--- src/rtl/syscall_unit.sv ---
// Syscall responder: latches $v0/$a0 on a decoder syscall, stalls IF/ID and
// performs print_int, print_string (memory byte walk), print_char or exit.
module syscall_unit #(
  parameter int unsigned MAX_STR_LEN = 1024,
  parameter int unsigned SVC_W       = 32
) (
  input  logic             clk,
  input  logic             rst_n,
  input  logic             syscall,
  input  logic [SVC_W-1:0] v0,
  input  logic [31:0]      a0,
  output logic             stall,
  output logic             mem_rd,
  output logic [31:0]      mem_addr,
  input  logic [31:0]      mem_rdata,
  output logic             char_valid,
  output logic [7:0]       char_data,
  input  logic             char_ready,
  output logic             int_valid,
  output logic [31:0]      int_data,
  input  logic             int_ready,
  output logic             halted,
  output logic             bad_svc
);

  localparam int unsigned CNT_W = $clog2(MAX_STR_LEN + 1);

  localparam logic [SVC_W-1:0] SVC_PRINT_INT  = SVC_W'(1);
  localparam logic [SVC_W-1:0] SVC_PRINT_STR  = SVC_W'(4);
  localparam logic [SVC_W-1:0] SVC_EXIT       = SVC_W'(10);
  localparam logic [SVC_W-1:0] SVC_PRINT_CHAR = SVC_W'(11);
  localparam logic [CNT_W-1:0] CNT_MAX        = CNT_W'(MAX_STR_LEN);

  typedef enum logic [2:0] {
    S_IDLE,
    S_FETCH,
    S_WAIT,
    S_EMIT_C,
    S_EMIT_I,
    S_DONE,
    S_HALT
  } state_t;

  state_t           state;
  logic [SVC_W-1:0] svc;
  logic [31:0]      ptr;
  logic [CNT_W-1:0] count;

  logic [7:0]       rd_byte;
  logic [31:0]      ptr_inc;
  logic [CNT_W-1:0] count_inc;

  // Big-endian byte select of the returned word, plus walk increments
  always_comb begin
    rd_byte   = 8'h00;
    ptr_inc   = ptr + 32'd1;
    count_inc = count + CNT_W'(1);
    case (ptr[1:0])
      2'd0:    rd_byte = mem_rdata[31:24];
      2'd1:    rd_byte = mem_rdata[23:16];
      2'd2:    rd_byte = mem_rdata[15:8];
      default: rd_byte = mem_rdata[7:0];
    endcase
  end

  // Pipeline stall: follows syscall in IDLE, released only in DONE otherwise
  always_comb begin
    stall = 1'b1;
    case (state)
      S_IDLE:  stall = syscall;
      S_DONE:  stall = 1'b0;
      default: stall = 1'b1;
    endcase
  end

  // Service FSM with registered handshake and memory outputs
  always_ff @(posedge clk or negedge rst_n) begin
    if (!rst_n) begin
      state      <= S_IDLE;
      svc        <= '0;
      ptr        <= '0;
      count      <= '0;
      mem_rd     <= 1'b0;
      mem_addr   <= '0;
      char_valid <= 1'b0;
      char_data  <= '0;
      int_valid  <= 1'b0;
      int_data   <= '0;
      halted     <= 1'b0;
      bad_svc    <= 1'b0;
    end else begin
      mem_rd  <= 1'b0;
      bad_svc <= 1'b0;
      case (state)
        S_IDLE: begin
          if (syscall) begin
            svc   <= v0;
            ptr   <= a0;
            count <= '0;
            if (v0 == SVC_PRINT_INT) begin
              int_valid <= 1'b1;
              int_data  <= a0;
              state     <= S_EMIT_I;
            end else if (v0 == SVC_PRINT_STR) begin
              mem_rd   <= 1'b1;
              mem_addr <= {a0[31:2], 2'b00};
              state    <= S_FETCH;
            end else if (v0 == SVC_PRINT_CHAR) begin
              char_valid <= 1'b1;
              char_data  <= a0[7:0];
              state      <= S_EMIT_C;
            end else if (v0 == SVC_EXIT) begin
              halted <= 1'b1;
              state  <= S_HALT;
            end else begin
              bad_svc <= 1'b1;
              state   <= S_DONE;
            end
          end
        end
        S_FETCH: state <= S_WAIT;
        S_WAIT: begin
          if (rd_byte == 8'h00) begin
            state <= S_DONE;
          end else begin
            char_valid <= 1'b1;
            char_data  <= rd_byte;
            state      <= S_EMIT_C;
          end
        end
        S_EMIT_C: begin
          if (char_ready) begin
            char_valid <= 1'b0;
            if (svc == SVC_PRINT_STR) begin
              ptr   <= ptr_inc;
              count <= count_inc;
              if (count_inc == CNT_MAX) begin
                state <= S_DONE;
              end else begin
                mem_rd   <= 1'b1;
                mem_addr <= {ptr_inc[31:2], 2'b00};
                state    <= S_FETCH;
              end
            end else begin
              state <= S_DONE;
            end
          end
        end
        S_EMIT_I: begin
          if (int_ready) begin
            int_valid <= 1'b0;
            state     <= S_DONE;
          end
        end
        S_DONE:  state <= S_IDLE;
        S_HALT:  state <= S_HALT;
        default: state <= S_IDLE;
      endcase
    end
  end

endmodule

--- config.mk ---
export PLATFORM = sky130hd
export DESIGN_NAME = syscall_unit
export DESIGN_NICKNAME = d
export VERILOG_FILES = /design/src/rtl/syscall_unit.sv
export SDC_FILE = /design/constraint.sdc
export NUM_CORES = 1
export LEC_CHECK = 0
export CORE_UTILIZATION = 51
export DETAILED_ROUTE_END_ITERATION = 7
export PLACE_DENSITY = 0.83
export SLEW_MARGIN = 0
export SYNTH_ARGS = -nofsm -noshare
export SYNTH_HDL_FRONTEND = slang
export SYNTH_SLANG_ARGS = --single-unit
--- constraint.sdc ---
create_clock -name clk -period 3.3 [get_ports clk]
set_input_delay 0.495 -clock clk [delete_from_list [all_inputs] [get_ports clk]]
set_output_delay 0.495 -clock clk [all_outputs]
set_load 0.02 [all_outputs]
**Run 1: metal layers overlaid**

Only two layers are drawn.
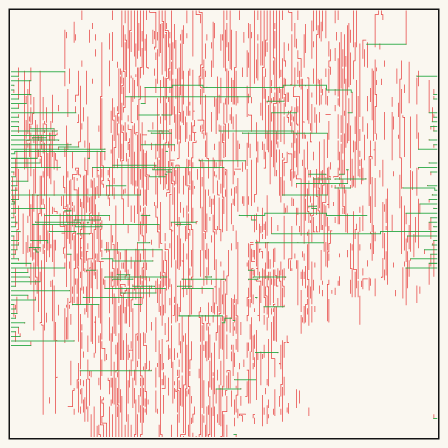
| layer | color | wire length |
|---|---|---|
| metal 2 | red | 9980 um |
| metal 3 | green | 1340 um |
per-cell routed wire length: 17.2 um
total length of routed wires: 20300 um
via count of the routed design: 6755
total track usage: 0.267

**Run 1: M1 wires**

Supply wires on this layer in gray.
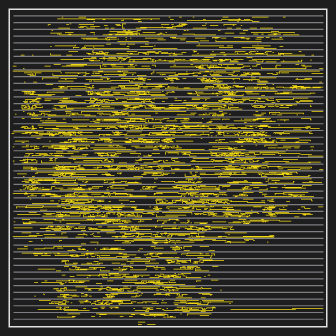
nets with wire on the layer: 935
wire length on this layer: 8640 um
main direction: horizontal

**Run 1: signal wires on met4**

Supply wires on this layer in gray.
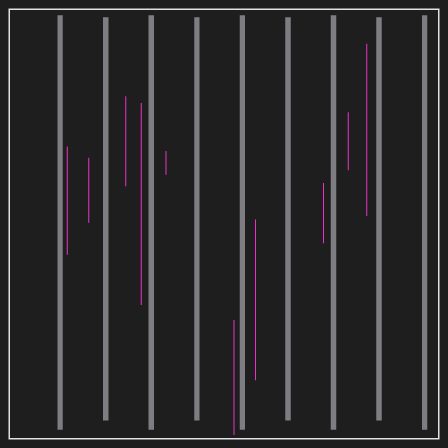
nets with wire on the layer: 7
main direction: vertical

**Run 1: clock wiring as the flow saved it**

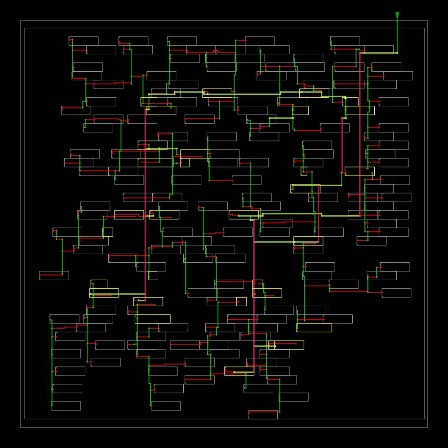
clock latency reported for the late side of the worst-skew pair: 0.43 ns
number of buffers added by the clock tree synthesis step: 17
Power Clock: 2.03 mW

==> reports/results.txt, run 1 <==
outcome: finished clean
routing usage on met3: 0.0578
simple-gate share of the synthesized area: 0.187
number of non-filler instances in the completed layout: 1179
Final Wtd Congestion: 0.859
top area contributor share: 0.477
share of the core filled with cells: 0.691
total placed cells including tap cells: 1148
die area: 16300 um^2
Primary FF master, synth: sky130_fd_sc_hd__dfrtp_1
layout cell share with drive strength beyond 1: 0.152
post_cts resized: 0
cell-by-cell listing of the critical path: ha_1 > and4_1 > a2111o_1 > a221oi_2 > o21ai_2 > nand4_4 > buf_12 > mux2_4
sequential cell area fraction in the yosys report: 0.477
cell with the largest stage delay on the worst path: sky130_fd_sc_hd__dfrtp_1
placed wire-length estimate: 14300 um
vias per std cell: 5.73
count of library flops with an enable pin: 0
data arrival time of the worst path: 3.04 ns
highest fanout seen on the critical path: 30
-- run 1: sequential cells by signal, indices dropped and copies added, names as in the netlist, 3 cells and up --
signal     cells
char_data      8
count         11
int_data      32
mem_addr      30
ptr           32
state          3
svc           32
-- run 1: power by group through the flow --
stage	logic [mW]	registers (mW)	clock network, mW
6_report	3.45	3.12	2.03
5_1_grt	3.74	3.20	2.13
4_1_cts	3.46	3.10	2.05
3_5_place_dp	3.44	3.11	0
3_3_place_gp	3.36	3.09	0
2_1_floorplan	2.07	3.27	0
-- run 1: worst reg2reg max path, stage by stage, from the launching register on --
cell and delay (ns):
sky130_fd_sc_hd__dfrtp_1 0.44, sky130_fd_sc_hd__ha_1 0.28, sky130_fd_sc_hd__and4_1 0.30, sky130_fd_sc_hd__a2111o_1 0.40, sky130_fd_sc_hd__a221oi_2 0.32, sky130_fd_sc_hd__o21ai_2 0.13
sky130_fd_sc_hd__nand4_4 0.15, sky130_fd_sc_hd__buf_12 0.25, sky130_fd_sc_hd__mux2_4 0.36
-- run 1: worst min-delay path by stage --
stage | startpoint | to | slack (ns)
2_1_floorplan | rst_n | bad_svc | 0.20
3_3_place_gp | svc[2] | svc[2] | 0.46
3_5_place_dp | halted | halted | 0.46
4_1_cts | rst_n | svc[9] | 0.14
5_1_grt | rst_n | svc[11] | 0.16
6_report | rst_n | svc[9] | 0.09
-- run 1: metal layers --
layer / part of all wire / up-vias / wire length (um)
met4: 0.015 / 0 / 311
met1: 0.43 / 3301 / 8640
li1: - / 3169 / -
met5: 0 / - / 0
met2: 0.49 / 259 / 9980
met3: 0.066 / 26 / 1340
-- run 1: layout make-up --
class,count,area (um^2)
clock buffers,21,480
clock inverters,10,141
fillers,1159,4730
inverters,13,48.8
multi-input cells,580,3910
flip-flops and latches,153,3830
well taps,211,264
repair buffers,191,1910
--- run 2 (diff from run 1) ---
==> constraint.sdc (replaced) <==
create_clock -name clk -period 2.7 [get_ports clk]
set_input_delay 0.405 -clock clk [delete_from_list [all_inputs] [get_ports clk]]
set_output_delay 0.405 -clock clk [all_outputs]
set_load 0.02 [all_outputs]
**Run 2: signal wires on met4**

Supply wires on this layer in gray.
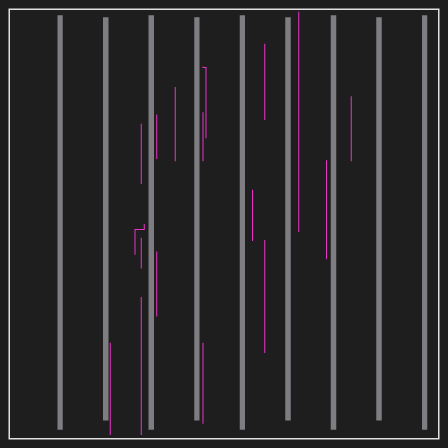
main direction: vertical
longest straight run: 65.3 um
nets with wire on the layer: 13
share of all routed wire: 2.0%
wire length on this layer: 404 um
via count of the routed design: 6828
total length of routed wires: 20300 um

==> reports/results.txt, run 2 <==
cell with the largest stage delay on the worst path: sky130_fd_sc_hd__dfrtp_1
total placed cells including tap cells: 1159 (+0.96%)
number of stages on the worst hold path: 2
count of library flops with an enable pin: 0 (unchanged)
Final Wtd Congestion: 0.856 (-0.28%)
routing usage on met3: 0.0603 (+0.00251)
clock latency reported for the late side of the worst-skew pair: 0.43 ns (about the same)
sequential cell area fraction in the yosys report: 0.477 (unchanged)
layout cell share with drive strength beyond 1: 0.165 (+0.0129)
per-cell routed wire length: 17.0 um (-1.1%)
outcome: finished clean
slew margin rel.: 0.438
total track usage: 0.265 (-0.00196)
top area contributor share: 0.477 (unchanged)
highest fanout seen on the critical path: 16 (-47%)
number of non-filler instances in the completed layout: 1194 (+1.3%)
share of the core filled with cells: 0.700 (+0.00833)
sequential cell area: 3830 um^2 (unchanged)
post_cts resized: 0 (unchanged)
data arrival time of the worst path: 2.87 ns (-0.17 ns)
total DRC errors in the routed layout: 0
number of buffers added by the clock tree synthesis step: 17 (unchanged)
maximum clock insertion buffer count: 2
vias per std cell: 5.72 (-0.19%)
registers with the most flip-flops: int_data (32), ptr (32), svc (32)
simple-gate share of the synthesized area: 0.187 (unchanged)
cell-by-cell listing of the critical path: ha_1 > and4_1 > a2111o_1 > a221oi_2 > o21ai_2 > nand4_4 > buf_12 > mux2_4
Primary FF master, synth: sky130_fd_sc_hd__dfrtp_1
endpoint of the worst hold path: svc[19]
placed wire-length estimate: 14300 um (+0.11%)
## run 2: where the power goes
part	switching (mW)	total, mW	internal (mW)
logic	2.14	4.34	2.20
clock network	0.981	2.46	1.48
registers	0.704	3.80	3.10
## run 2: logic make-up after synthesis
family	after synthesis
simple gates	305
buf+inv	61
compound gates	160
other cells	1
flops	153
mux	78
xor+xnor	30
fa+ha+maj	5
## run 2: final cells by class
| class | instances | area share |
|---|---|---|
| multi-input cells | 580 | 0.366 |
| clock inverters | 14 | 0.0159 |
| inverters | 13 | 0.00455 |
| clock buffers | 18 | 0.0410 |
| repair buffers | 205 | 0.191 |
| well taps | 211 | 0.0246 |
| flip-flops and latches | 153 | 0.357 |
## run 2: stage by stage
| step | cell area [um^2] | TNS (ns) |
|---|---|---|
| floorplan | 8040 | 0 |
| finish | 10700 | 0 |
| global route | 10700 | 0 |
| detailed placement | 10100 | -0.608 |
| global placement | 10100 | 0 |
| CTS | 10700 | 0 |
## run 2: how the worst max path moves through the flow
stage                  start      endpoint  slack (ns)  depth (start not counted)
floorplan           count[0]  mem_addr[10]        0.29                          9
global placement      v0[18]  mem_addr[28]       0.007                          8
detailed placement    v0[18]  mem_addr[20]       -0.03                          8
CTS                   ptr[0]  char_data[4]        0.14                          8
global route         svc[18]      count[4]        0.03                          6
finish              count[1]  mem_addr[18]        0.14                          8
## run 2: worst max-delay path: cells and delay by family (launching register included)
| kind | cells | cell delay [ns] |
|---|---|---|
| fa+ha+maj | 1 | 0.24 |
| compound gates | 3 | 0.83 |
| simple gates | 2 | 0.43 |
| flops | 1 | 0.43 |
| buf+inv | 1 | 0.19 |
| mux | 1 | 0.31 |
## run 2: metal layers
layer | vias up | part of all wire
met1 | 3336 | 0.44
li1 | 3212 | -
met3 | 36 | 0.062
met5 | - | 0
met4 | 0 | 0.020
met2 | 244 | 0.48
No activity file was given, so power comes from the tool's default toggle rates.
